### src/rtl/mulu_radix16.sv
// Iterative unsigned radix-16 multiplier that retires 4 multiplier bits per cycle.
// It produces the full 2*WIDTH-bit product.
// It shares the en/ready/vout/pause handshake with the radix-16 divider.
// Optional build macro: MULU_RADIX16_EARLY_TERM_EN stops after the highest
// non-zero multiplier nibble and realigns the product on the final edge.
//
// Handshake: an operation is accepted on a rising edge with en=1, ready=1 and
// pause=0. vout is a one-cycle pulse, held across paused edges. prod_hi and
// prod_lo are valid while vout=1 and stay stable until the next accept.
module mulu_radix16 #(
  parameter int WIDTH = 32
) (
  input  logic             clk,
  input  logic             reset,
  input  logic             pause,
  input  logic             en,
  input  logic [WIDTH-1:0] multiplicand,
  input  logic [WIDTH-1:0] multiplier,
  output logic             ready,
  output logic [WIDTH-1:0] prod_lo,
  output logic [WIDTH-1:0] prod_hi,
  output logic             vout
);

  localparam int N  = WIDTH / 4;
  localparam int CW = (N > 1) ? $clog2(N) : 1;
  localparam logic [CW-1:0] LAST_FULL = CW'(N - 1);

  typedef enum logic {
    IDLE = 1'b0,
    BUSY = 1'b1
  } state_t;

  state_t            state;
  state_t            state_nx;
  logic              accept;
  logic              step;
  logic              done;

  logic [WIDTH-1:0]  a_q;
  logic [WIDTH+3:0]  p_hi_q;
  logic [WIDTH-1:0]  p_lo_q;
  logic [CW-1:0]     cnt_q;
  logic              vout_q;
  logic [CW-1:0]     last_sel;

  logic [3:0]        nib;
  logic [WIDTH+3:0]  a_ext;
  logic [WIDTH+3:0]  a_mult;
  logic [WIDTH+3:0]  sum;
  logic [WIDTH+3:0]  step_hi;
  logic [WIDTH-1:0]  step_lo;
  logic [2*WIDTH+3:0] final_p;

`ifdef MULU_RADIX16_EARLY_TERM_EN
  logic [CW-1:0]     last_q;
  logic [CW-1:0]     k_in;
  logic [CW-1:0]     shamt;

  // Index of the highest non-zero multiplier nibble; 0 when the multiplier is 0.
  always_comb begin
    k_in = '0;
    for (int i = 0; i < N; i++) begin
      if (multiplier[4*i +: 4] != 4'd0) k_in = CW'(i);
    end
  end

  assign last_sel = last_q;
  assign shamt    = LAST_FULL - last_q;
  // A short run leaves the product 4*(N-1-k) bits too high, so shift it back down.
  assign final_p  = {step_hi, step_lo} >> {shamt, 2'b00};
`else
  assign last_sel = LAST_FULL;
  assign final_p  = {step_hi, step_lo};
`endif

  // One radix-16 step: add nib*A from shifted copies of A, then shift P right by 4.
  always_comb begin
    nib     = p_lo_q[3:0];
    a_ext   = {4'b0000, a_q};
    a_mult  = (nib[0] ? a_ext        : '0)
            + (nib[1] ? (a_ext << 1) : '0)
            + (nib[2] ? (a_ext << 2) : '0)
            + (nib[3] ? (a_ext << 3) : '0);
    sum     = p_hi_q + a_mult;
    step_hi = {4'b0000, sum[WIDTH+3:4]};
    step_lo = {sum[3:0], p_lo_q[WIDTH-1:4]};
  end

  // Next-state and control strobes. A paused edge changes nothing.
  always_comb begin
    state_nx = state;
    accept   = 1'b0;
    step     = 1'b0;
    done     = 1'b0;
    if (!pause) begin
      case (state)
        IDLE: begin
          if (en) begin
            accept   = 1'b1;
            state_nx = BUSY;
          end
        end
        BUSY: begin
          step = 1'b1;
          if (cnt_q == last_sel) begin
            done     = 1'b1;
            state_nx = IDLE;
          end
        end
        default: state_nx = IDLE;
      endcase
    end
  end

  // State register; reset aborts any operation in flight.
  always_ff @(posedge clk or posedge reset) begin
    if (reset) state <= IDLE;
    else       state <= state_nx;
  end

  // Datapath registers: load on accept, iterate while busy, hold while paused.
  always_ff @(posedge clk or posedge reset) begin
    if (reset) begin
      a_q    <= '0;
      p_hi_q <= '0;
      p_lo_q <= '0;
      cnt_q  <= '0;
      vout_q <= 1'b0;
`ifdef MULU_RADIX16_EARLY_TERM_EN
      last_q <= '0;
`endif
    end else if (!pause) begin
      vout_q <= done;
      if (accept) begin
        a_q    <= multiplicand;
        p_lo_q <= multiplier;
        p_hi_q <= '0;
        cnt_q  <= '0;
`ifdef MULU_RADIX16_EARLY_TERM_EN
        last_q <= k_in;
`endif
      end else if (step) begin
        cnt_q <= cnt_q + 1'b1;
        if (done) begin
          {p_hi_q, p_lo_q} <= final_p;
        end else begin
          p_hi_q <= step_hi;
          p_lo_q <= step_lo;
        end
      end
    end
  end

  assign ready   = (state == IDLE);
  assign vout    = vout_q;
  assign prod_hi = p_hi_q[WIDTH-1:0];
  assign prod_lo = p_lo_q;

endmodule

### config.mk
export PLATFORM = sky130hd
export DESIGN_NAME = mulu_radix16
export DESIGN_NICKNAME = d
export VERILOG_FILES = /design/src/rtl/mulu_radix16.sv
export SDC_FILE = /design/constraint.sdc
export NUM_CORES = 1
export LEC_CHECK = 0
export CORE_ASPECT_RATIO = 0.8
export CORE_MARGIN = 4
export CORE_UTILIZATION = 41
export CTS_BUF_LIST = sky130_fd_sc_hd__clkbuf_4 sky130_fd_sc_hd__clkbuf_8
export CTS_CLUSTER_DIAMETER = 80
export DETAILED_ROUTE_END_ITERATION = 16
export SLEW_MARGIN = 25
export SYNTH_ARGS = -nofsm -noshare
export SYNTH_HDL_FRONTEND = slang
export SYNTH_SLANG_ARGS = --single-unit
### constraint.sdc
create_clock -name clk -period 6.4 [get_ports clk]
set_clock_uncertainty 0.1 [all_clocks]
set_input_delay 1.6 -clock clk [delete_from_list [all_inputs] [get_ports clk]]
set_output_delay 1.6 -clock clk [all_outputs]
set_load 0.005 [all_outputs]
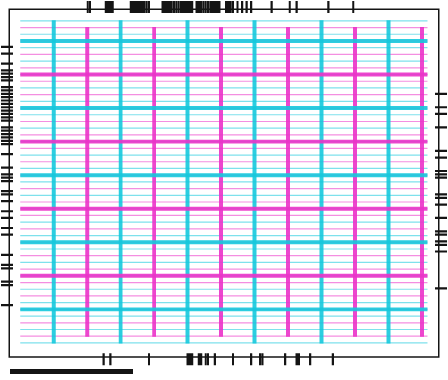
Fig. 1. PDN straps and rails (run 1).
Bar = 50 µm. Pins as bars on the die edge.
VDD: marked magenta. VSS: marked cyan.
12 straps on met4. 9 straps on met5. 49 met1 rails follow the rows.
core area: 21600 µm²
Die H: 140 µm

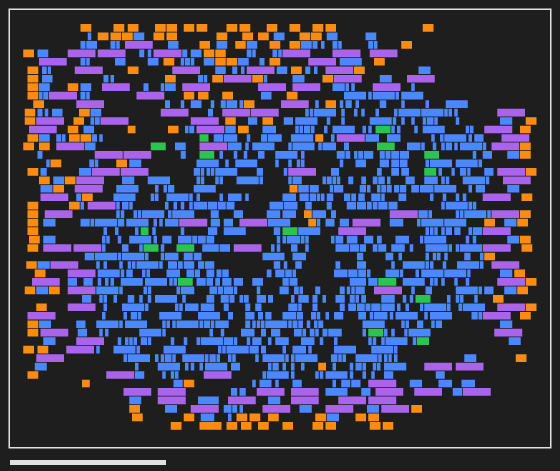
Fig. 2. Placed cells, one colour a class (run 1).
Bar = 50 µm.
registers: marked purple, cells 101. remaining logic cells: marked blue, cells 829. remaining buffers and delay cells: marked orange, cells 141. clock drivers and dummy loads: marked green, cells 16.
fin util: 0.499
standard-cell rows: 48
fin area: 10800 µm²
Seq area share: 0.235

==> ci_impl_report.md, run 1 <==
### Yosys + OpenROAD results

| Metric | Value |
|---|---|
| Status | `finished clean` |
| Top Layout Cells | `inv_1, nand2_1, clkdlybuf4s50_1, dfrtp_1, fa_1` |
| Global-route wire length before repair | `35.6 mm` |
| Final WS setup | `about 0.86 ns` |
| Unrepaired setup endpoints after global routing | `false` |
| Complex Gates by Area | `0.128` |
| Clock tree buffer depth | `2` |
| Multi-In Gates | `613` |
| Cell total in the yosys stat output | `977` |
| Post-synth EDFFs | `0` |
| Most frequent logic cell in the layout | `inv_1` |
| Antenna cell count | `0` |
| Tap cell count | `275` |
| I/O pin cnt | `134` |
| CTS sink cnt | `101` |
| Worst slack, placed | `0.907 ns` |
| Nets | `roughly 1300` |
| Logic inverters | `216` |
| Initial antenna violation count | `0` |
| Fillers | `2058` |
| Setup slack, reg-to-reg | `0.86 ns` |
| Crit Path Max Fanout | `19` |
| Ys async rst share | `1.00` |
| Placed cell area | `10600 µm²` |
| Critical Path Start | `prod_lo[1]` |
| Multiplexer share | `0.0770` |
| GR Util All Layers | `0.179` |
| Met3 global-route usage | `0.0356` |
| CP Buf/Inv Count | `3` |
| DR WL/cell | `15.4 µm` |
| Top cells by area | `dfrtp_1, fa_1, inv_1, nand2_1, ha_1` |
| Max-area cell share | `0.281` |
| Layout area overhead | `19.9%` |
| Cycle use final | `0.866` |
| Warnings, synthesis | `0` |
| Largest cell class by area | `logic gates` |
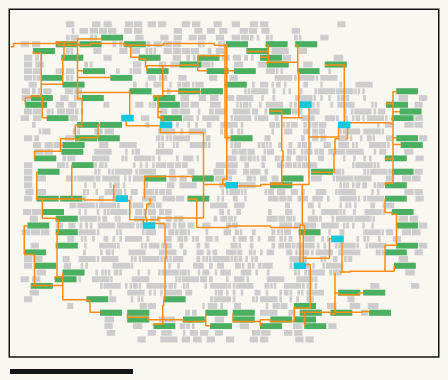
Fig. 3. Clock wires, drivers and flops (run 1).
Bar = 50 µm.
clock wires: marked orange, length 1680 µm. flip-flops: marked green, count 101. clock-net drivers: marked cyan, count 9.
There are 10 routed clock nets. Position of the flops: spread over the die.
clock latency on the worst-skew pair: 0.41 ns

-- run 1: flip-flops by register name (all words and copies together) (netlist names) --
register / cells
a_q: 32
cnt_q: 3
p_hi_q: 32
prod_lo: 32
state: 1
vout: 1
-- run 1: tightest hold or removal path, stage by stage (launching register included) --
cell and delay [ns]:
dfrtp_1 0.36, nand2_1 0.05, o21ai_0 0.06
-- run 1: stage by stage --
| step | std cells | util | hold WS [ns] |
|---|---|---|---|
| 6_report | 1362 | 0.499 | 0.399 |
| 5_1_grt | 1362 | 0.499 | 0.443 |
| 4_1_cts | 1362 | 0.499 | 0.404 |
| 3_5_place_dp | 1346 | 0.490 | 0.376 |
| 3_3_place_gp | 1346 | 0.490 | 0.374 |
| 2_1_floorplan | 977 | - | 0.374 |
==> inputs of run 2 (changes only) <==
Settings changed: SLEW_MARGIN 25 to not set.
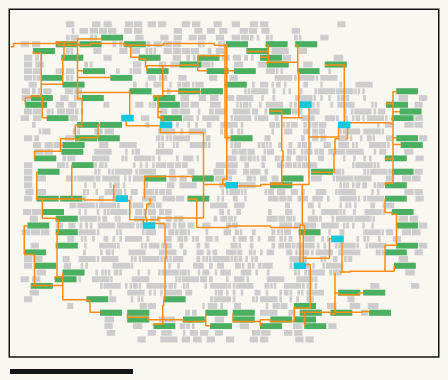
Fig. 4. Clock wires, drivers and flops (run 2).
Bar = 50 µm.
flip-flops: marked green, count 101. clock-net drivers: marked cyan, count 9. clock wires: marked orange, length 1680 µm.
Position of the flops: spread over the die.

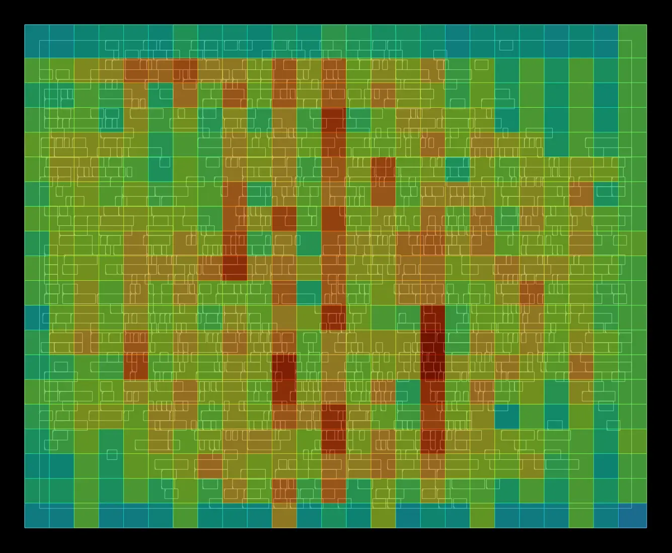
Fig. 5. Congestion heat map (run 2).
met3 global-route usage: 0.0356
met2 usage: 0.273
grt peak-use layer: met2
GR Layer Usage met1: 0.268

==> ci_impl_report.md, run 2 <==
### Yosys + OpenROAD results

| Metric | Value |
|---|---|
| Largest cell class by area | `logic gates (unchanged)` |
| I/O pin cnt | `134 (unchanged)` |
| Fin util | `0.499 (unchanged)` |
| Most frequent logic cell in the layout | `inv_1 (unchanged)` |
| Placed cell area | `10600 µm² (unchanged)` |
| Global-route wire length before repair | `35.6 mm (unchanged)` |
| Top cells by area | `dfrtp_1, fa_1, inv_1, nand2_1, ha_1 (unchanged)` |
| Setup slack, reg-to-reg | `0.86 ns (about the same)` |
| Die H | `140 µm (unchanged)` |
| Cell total in the yosys stat output | `977 (unchanged)` |
| Tap cell count | `275 (unchanged)` |
| Initial antenna violation count | `0 (unchanged)` |
| Dpl cells | `1346 (unchanged)` |
| Seq area share | `0.235 (unchanged)` |
| Final Non-Filler Cells | `1362 (unchanged)` |
| GR Util All Layers | `0.179 (unchanged)` |
| Hold WS | `0.399 ns (unchanged)` |
| Fin area | `10800 µm² (unchanged)` |
| Status | `finished clean (unchanged)` |
| Standard-cell rows | `48 (unchanged)` |
| Cycle use final | `0.866 (unchanged)` |
| Final WS setup | `0.857 ns (unchanged)` |
run 2: how the worst max path moves through the flow:
stage / from / cells after the start / endpoint
floorplan: prod_lo[1] / 19 / p_hi_q[31]
global placement: prod_lo[0] / 16 / p_hi_q[17]
detailed placement: prod_lo[1] / 17 / p_hi_q[31]
CTS: prod_lo[1] / 17 / p_hi_q[13]
global route: prod_lo[1] / 17 / p_hi_q[31]
finish: prod_lo[1] / 17 / p_hi_q[31]
run 2: cell families (layout without fill, tap and decap cells):
family                   after synthesis  count (layout)  synth area share
flip-flops                           101             101             0.281
adder cells (fa/ha/maj)              135             135             0.266
AND/OR/NAND/NOR                      218             218             0.109
AND-OR/OR-AND                        168             168             0.128
XOR/XNOR                              27              27            0.0263
buffers and inverters                263             373             0.112
multiplexers                          65              65            0.0770
==> inputs of run 3 (changes only) <==
Settings changed: SETUP_SLACK_MARGIN set to 0.2.
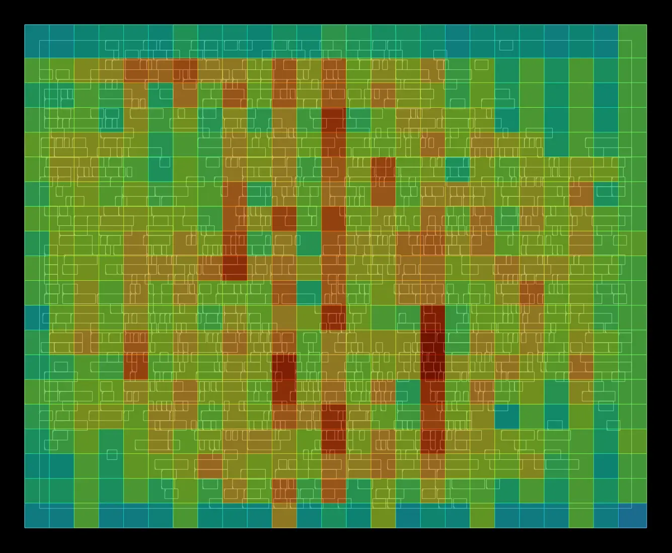
Fig. 6. Congestion heat map (run 3).
DR WL/cell: 15.4 µm
GR Util All Layers: 0.179

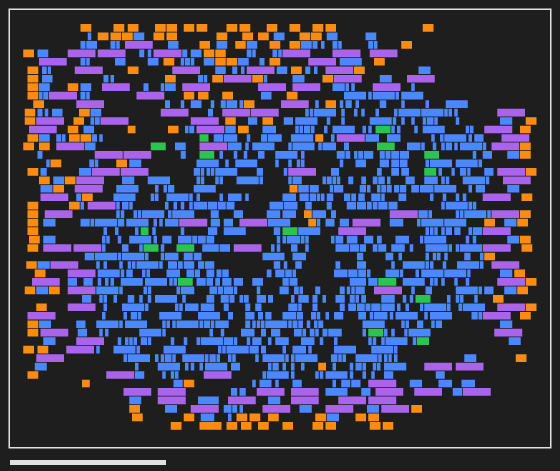
Fig. 7. Placed cells, one colour a class (run 3).
Bar = 50 µm.
remaining logic cells: marked blue, cells 829. clock drivers and dummy loads: marked green, cells 16. remaining buffers and delay cells: marked orange, cells 141. registers: marked purple, cells 101.

==> ci_impl_report.md, run 3 <==
### Yosys + OpenROAD results

| Metric | Value |
|---|---|
| Initial antenna violation count | `0 (unchanged)` |
| Adder Share, Synth | `0.266 (unchanged)` |
| Tap cell count | `275 (unchanged)` |
| Nets | `1285 (unchanged)` |
| Layout area overhead | `19.9% (unchanged)` |
| Status | `finished clean (unchanged)` |
| CTS sink cnt | `101 (unchanged)` |
| Cycle use final | `0.866 (unchanged)` |
| Fillers | `2058 (unchanged)` |
| Final Non-Filler Cells | `1362 (unchanged)` |
| Logic inverters | `216 (unchanged)` |
| Setup slack, reg-to-reg | `0.86 ns (about the same)` |
| Ys async rst share | `1.00 (unchanged)` |
| Warnings, synthesis | `0 (unchanged)` |
| Multiplexer share | `0.0770 (unchanged)` |
| Antenna cell count | `0 (unchanged)` |
| Largest logic family | `adder cells (unchanged)` |
| Most frequent logic cell in the layout | `inv_1 (unchanged)` |
| Dpl cells | `1346 (unchanged)` |
| Critical path depth | `17 (unchanged)` |
| Worst setup path endpoint | `p_hi_q[31] (unchanged)` |
| Seq area share | `0.235 (unchanged)` |
| Multi-In Gates | `613 (unchanged)` |
| Largest cell class by area | `logic gates (unchanged)` |
| Die H | `140 µm (unchanged)` |
| Crit Path Max Fanout | `19 (unchanged)` |
| Top Layout Cells | `inv_1, nand2_1, clkdlybuf4s50_1, dfrtp_1, fa_1 (unchanged)` |
| CP Buf/Inv Count | `3 (unchanged)` |
| Complex Gates by Area | `0.128 (unchanged)` |
| Unrepaired setup endpoints after global routing | `false (unchanged)` |
| Critical Path Start | `prod_lo[1] (unchanged)` |
[run 3: cell counts after synthesis]
Identical to the previous run, type by type.
[run 3: layer usage]
metal  GRT usage  vias up  share of wire  wire (µm)
met5           0        -              0          0
met4      0.0311        0         0.0032         67
met3      0.0356        4          0.050       1050
met2       0.273      122           0.43       9060
met1       0.268     3256           0.51      10700
li1            -     3291              -          -
[run 3: through the flow]
stage / hold WS, ns / cell area, µm² / setup WS (ns)
final: 0.399 / 10800 / 0.857
after global routing: 0.443 / 10800 / 0.496
after CTS: 0.404 / 10800 / 0.842
after detailed placement: 0.376 / 10600 / 0.907
after global placement: 0.374 / 10600 / 0.947
after floorplan: 0.374 / 8980 / 1.49
